$ cat src/rtl/word_to_halves.sv
// Splits an N-bit word into two N/2-bit beats tagged high/low, with valid/ready
// on both sides and a back-to-back reload path that sustains one word every two cycles.
module word_to_halves #(
  parameter int N        = 16,
  parameter int HI_FIRST = 1,
  parameter int CNT_W    = 8
) (
  input  logic               clk,
  input  logic               clear_n,
  input  logic [N-1:0]       in_word,
  input  logic               in_valid,
  output logic               in_ready,
  output logic [N/2-1:0]     out_half,
  output logic               out_hi,
  output logic               out_valid,
  input  logic               out_ready,
  output logic [CNT_W-1:0]   words_done
);

  localparam int H = N / 2;

  typedef enum logic [1:0] {
    IDLE   = 2'd0,
    FIRST  = 2'd1,
    SECOND = 2'd2
  } state_t;

  state_t           state_r, state_nxt_s;
  logic [N-1:0]     buf_r, buf_nxt_s;
  logic [CNT_W-1:0] words_r, words_nxt_s;
  logic [H-1:0]     half_r, half_nxt_s;
  logic             hi_r, hi_nxt_s;
  logic             valid_r, valid_nxt_s;

  // Returns {out_hi, out_half} for the beat a given state presents from a word.
  function automatic logic [H:0] pick_half(input state_t st, input logic [N-1:0] w);
    logic upper;
    upper = 1'b0;
    case (st)
      FIRST:   upper = (HI_FIRST != 0);
      SECOND:  upper = (HI_FIRST == 0);
      default: upper = 1'b0;
    endcase
    if (st == IDLE) begin
      pick_half = {1'b0, {H{1'b0}}};
    end else begin
      pick_half = {upper, (upper ? w[N-1:H] : w[H-1:0])};
    end
  endfunction

  // Next-state, holding-register and counter logic; outputs are precomputed
  // from the next state so they leave the block straight from flops.
  always_comb begin
    state_nxt_s = state_r;
    buf_nxt_s   = buf_r;
    words_nxt_s = words_r;
    case (state_r)
      IDLE: begin
        if (in_valid) begin
          buf_nxt_s   = in_word;
          state_nxt_s = FIRST;
        end else begin
          state_nxt_s = IDLE;
        end
      end
      FIRST: begin
        if (out_ready) begin
          state_nxt_s = SECOND;
        end else begin
          state_nxt_s = FIRST;
        end
      end
      SECOND: begin
        if (out_ready) begin
          words_nxt_s = words_r + CNT_W'(1);
          if (in_valid) begin
            buf_nxt_s   = in_word;
            state_nxt_s = FIRST;
          end else begin
            state_nxt_s = IDLE;
          end
        end else begin
          state_nxt_s = SECOND;
        end
      end
      default: state_nxt_s = IDLE;
    endcase
    {hi_nxt_s, half_nxt_s} = pick_half(state_nxt_s, buf_nxt_s);
    valid_nxt_s = (state_nxt_s != IDLE);
  end

  // State and output registers with synchronous active-low clear.
  always_ff @(posedge clk) begin
    if (!clear_n) begin
      state_r <= IDLE;
      buf_r   <= '0;
      words_r <= '0;
      half_r  <= '0;
      hi_r    <= 1'b0;
      valid_r <= 1'b0;
    end else begin
      state_r <= state_nxt_s;
      buf_r   <= buf_nxt_s;
      words_r <= words_nxt_s;
      half_r  <= half_nxt_s;
      hi_r    <= hi_nxt_s;
      valid_r <= valid_nxt_s;
    end
  end

  // Handshakes are masked while clear is held so nothing moves during reset.
  assign in_ready   = clear_n & ((state_r == IDLE) | ((state_r == SECOND) & out_ready));
  assign out_valid  = clear_n & valid_r;
  assign out_half   = half_r;
  assign out_hi     = hi_r;
  assign words_done = words_r;

endmodule

$ cat config.mk
export PLATFORM = sky130hd
export DESIGN_NAME = word_to_halves
export DESIGN_NICKNAME = d
export VERILOG_FILES = /design/src/rtl/word_to_halves.sv
export SDC_FILE = /design/constraint.sdc
export NUM_CORES = 1
export LEC_CHECK = 0
export ABC_AREA = 1
export CAP_MARGIN = 20
export CORE_MARGIN = 2
export CORE_UTILIZATION = 38
export DETAILED_ROUTE_END_ITERATION = 12
export PLACE_DENSITY = 0.69
export SYNTH_ARGS = -nofsm -noshare
export SYNTH_HDL_FRONTEND = slang
export SYNTH_SLANG_ARGS = --single-unit
$ cat constraint.sdc
create_clock -name clk -period 1 [get_ports clk]
set_input_delay 0.15 -clock clk [delete_from_list [all_inputs] [get_ports clk]]
set_output_delay 0.15 -clock clk [all_outputs]
set_load 0.005 [all_outputs]
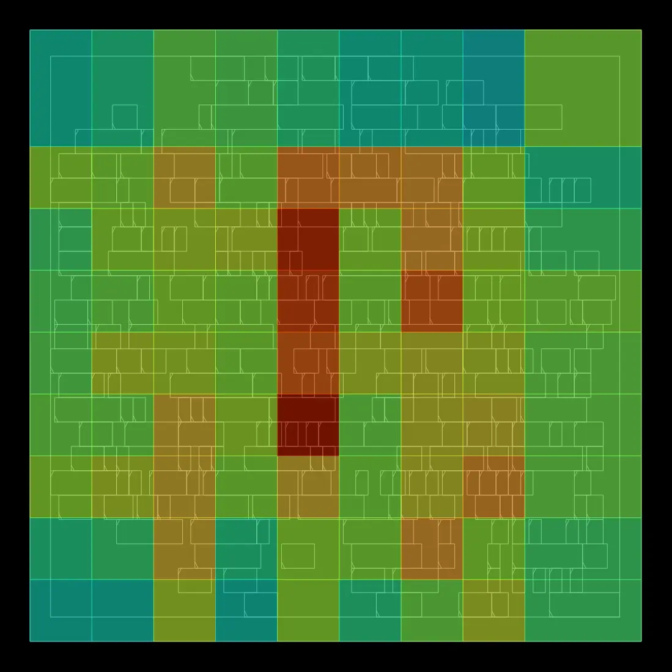
Figure 1: routing congestion.
GRT met3 Usage: 5.43%
utilization of the core after routing: 64.2%
met2 routing resource usage after global routing: 31.4%

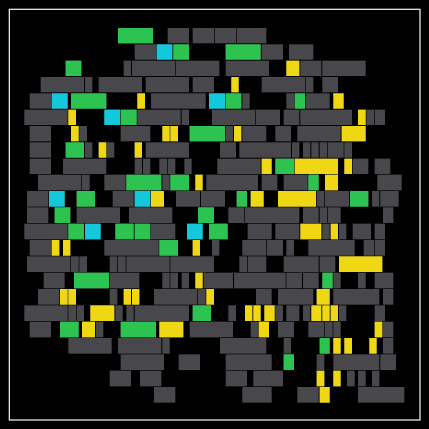
Figure 2: logic cells by family.
Scale: 6 px per um.
[cyan] non-inverting ao/oa cells | cells: 8 | most used: o21a_1
[yellow] nand cells | cells: 51 | most used: nand2_1
[green] aoi and oai cells | cells: 31 | most used: o211ai_1
multi-input combinational area share: 32.2%
most common logic cell in the routed design: inv_1
Final Instance Count excl. Fillers: 321

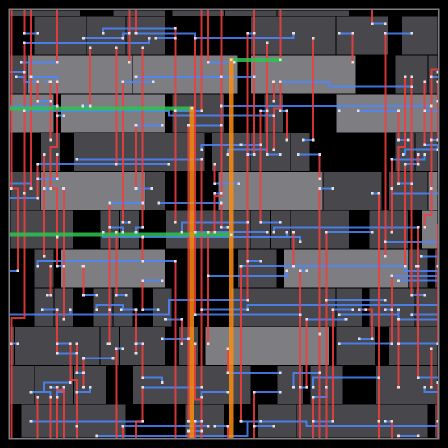
Figure 3: a small window of the routed layout.
Region (19, 33) to (49, 63) um. Cells in grey, sequential cells in the stronger grey; small squares are vias.
[red] M2
[orange] M4
[blue] M1
[green] M3
most frequent: inv_1 (9), dfxtp_1 (8), nand2_1 (7)
cells with their middle in the window: 67
netlist names of flops here include: buf_r (4), out_half (3)
sequential cells in the window: 10

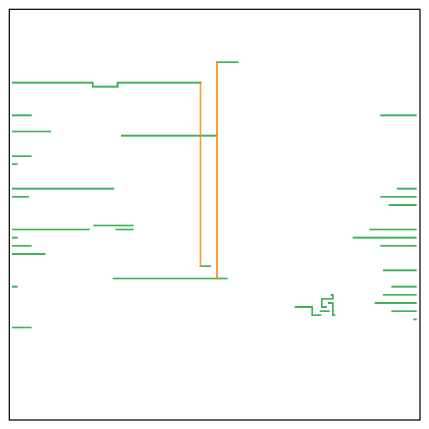
Figure 4: metal layers overlaid.
Scale: 6 px per um. Only two layers are drawn.
[green] M3 | wire length: 222 um
[orange] M4 | wire length: 66.6 um
global-route usage over all layers: 17.9%
total wirelength of the detailed-routed design: 3870 um
total number of vias: 1,472
WL per Instance: 12.1 um

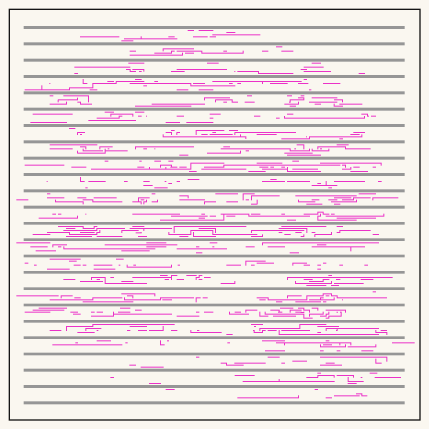
Figure 5: M1 wires.
Scale: 6 px per um. Supply wires on this layer in grey.
wire length on this layer: 1,580 um
share of all routed wire: 41%
main direction: horizontal
GR Util met1: 19.3%

## flip-flops by register name, indices dropped and copies added, names as in the netlist
register / cells
words_done: 8
state_r: 2
buf_r: 16
valid_r: 1
out_hi: 1
out_half: 8
## kinds of logic (layout without fill, tap and decap cells)
group	after synthesis	after routing	share of synthesized area, %
and+or+nand+nor	75	76	21.2
xor gates and xnor gates	1	1	0.559
DFF	36	36	46.0
AOI/OAI and AO/OA	39	39	18.6
buffers and inverters	46	118	12.9
adders and majority gates	1	1	0.799
## repair_timing
action,4_1_cts,5_1_grt
pin swaps,16,8
endpoints found under the setup margin,55,44
buffers inserted,7,1
gates cloned,1,3
hold buffers,0,0
gates resized,78,24
==> impl_metrics.env <==
# flow metrics
export IMPL_result_of_the_run="complete, but fails checks"
export IMPL_violations="negative setup slack"
export IMPL_place_detailed_hpwl_um=2430
export IMPL_crit_family="flip-flops"
export IMPL_power_clock_total_mw=1.04
export IMPL_sw_frac_of_total_pct=26.2
export IMPL_gr_total_overflow=0
export IMPL_setup_viol=37
export IMPL_tool_warnings=29
export IMPL_worstReg2RegStart="state_r[0]"
export IMPL_total_leakage_power_nw=1.18
export IMPL_via_count_of_the_first_global_routing_pass=1386
export IMPL_dieArea_sq_um=4650
export IMPL_port_buffer_count=38
export IMPL_placed_cells_incl_taps=301
export IMPL_number_of_warning_messages_in_the_yosys_log=0
export IMPL_timing_worst_setup_path_type="reg -> reg"
export IMPL_post_route_period_util_pct=120
export IMPL_power_frac_clock_pct=30.8
export IMPL_path_class_of_the_lowest_slack_min_delay_path="in -> reg"
export IMPL_cell_internal_pwr_mw=2.50
export IMPL_synth_area_leader_cell="dfxtp_1"
export IMPL_worst_path_fanout_max=9
export IMPL_worst_ir_drop_vdd_mv=0.845
export IMPL_comb_cell_power_mw=0.774
export IMPL_cap_viol_max_count=0
export IMPL_smallest_hold_slack_ns=0.385
export IMPL_ctsRootBufferMaster="clkbuf_8"
export IMPL_layout_area_overhead_vs_synth_pct=62.9
export IMPL_yosys_cell_count_top_type="nand2_1"
export IMPL_clock_buffer_count=8
export IMPL_crit_top_cell="nand2_1"
export IMPL_num_fill_cells=344
export IMPL_critPathCaptureType="register"
export IMPL_power_density_normalized_to_cell_area_nw_per_um2=1330
export IMPL_reg2reg_depth=7
export IMPL_top_area_share_pct=46.0
export IMPL_nNetsFinal=291
export IMPL_antenna_found_initial=0
export IMPL_synth_async_reset_ratio_pct=0
export IMPL_hold_violations=0
export IMPL_critical_path_buf_inv_count=2
export IMPL_die_w_um=68.2
export IMPL_h_tree_depth=2
export IMPL_largestClassByArea="logic gates"
export IMPL_met1Wirelength_um=1580
export IMPL_layout_nonclk_buf_share_pct=26.8
export IMPL_setup_tns_ns=-4.26
export IMPL_clock_path_buffers=2
export IMPL_tightestPinTransition_ns=0.331
export IMPL_flops=36
export IMPL_total_power_mw=3.39
export IMPL_combPwrFrac_pct=22.9
export IMPL_boundaryPins=39
export IMPL_final_period_minus_worst_setup_slack_ns=1.20
export IMPL_inv_count=40
export IMPL_post_synth_most_frequent_cells="39 x nand2_1, 38 x inv_1, 36 x dfxtp_1, 21 x nor2_1"
export IMPL_slew_violations=0
export IMPL_postLayoutSetupSlackWorst_ns=-0.203
export IMPL_tap_cell_count=50
export IMPL_cts_num_sinks=36
export IMPL_final_clk_cell_share_pct=3.53
export IMPL_ys_types=24
export IMPL_cp_startpoint="state_r[0]"
export IMPL_clock_skew_ns=0.00350
export IMPL_floorplan_core_area_sq_um=3970
export IMPL_grt_first_pass_wirelength_um=5940
export IMPL_detailroute_wirelength_met3_um=221
export IMPL_crit_path_start_kind="register"
export IMPL_route_detailed_vias_per_inst=4.59
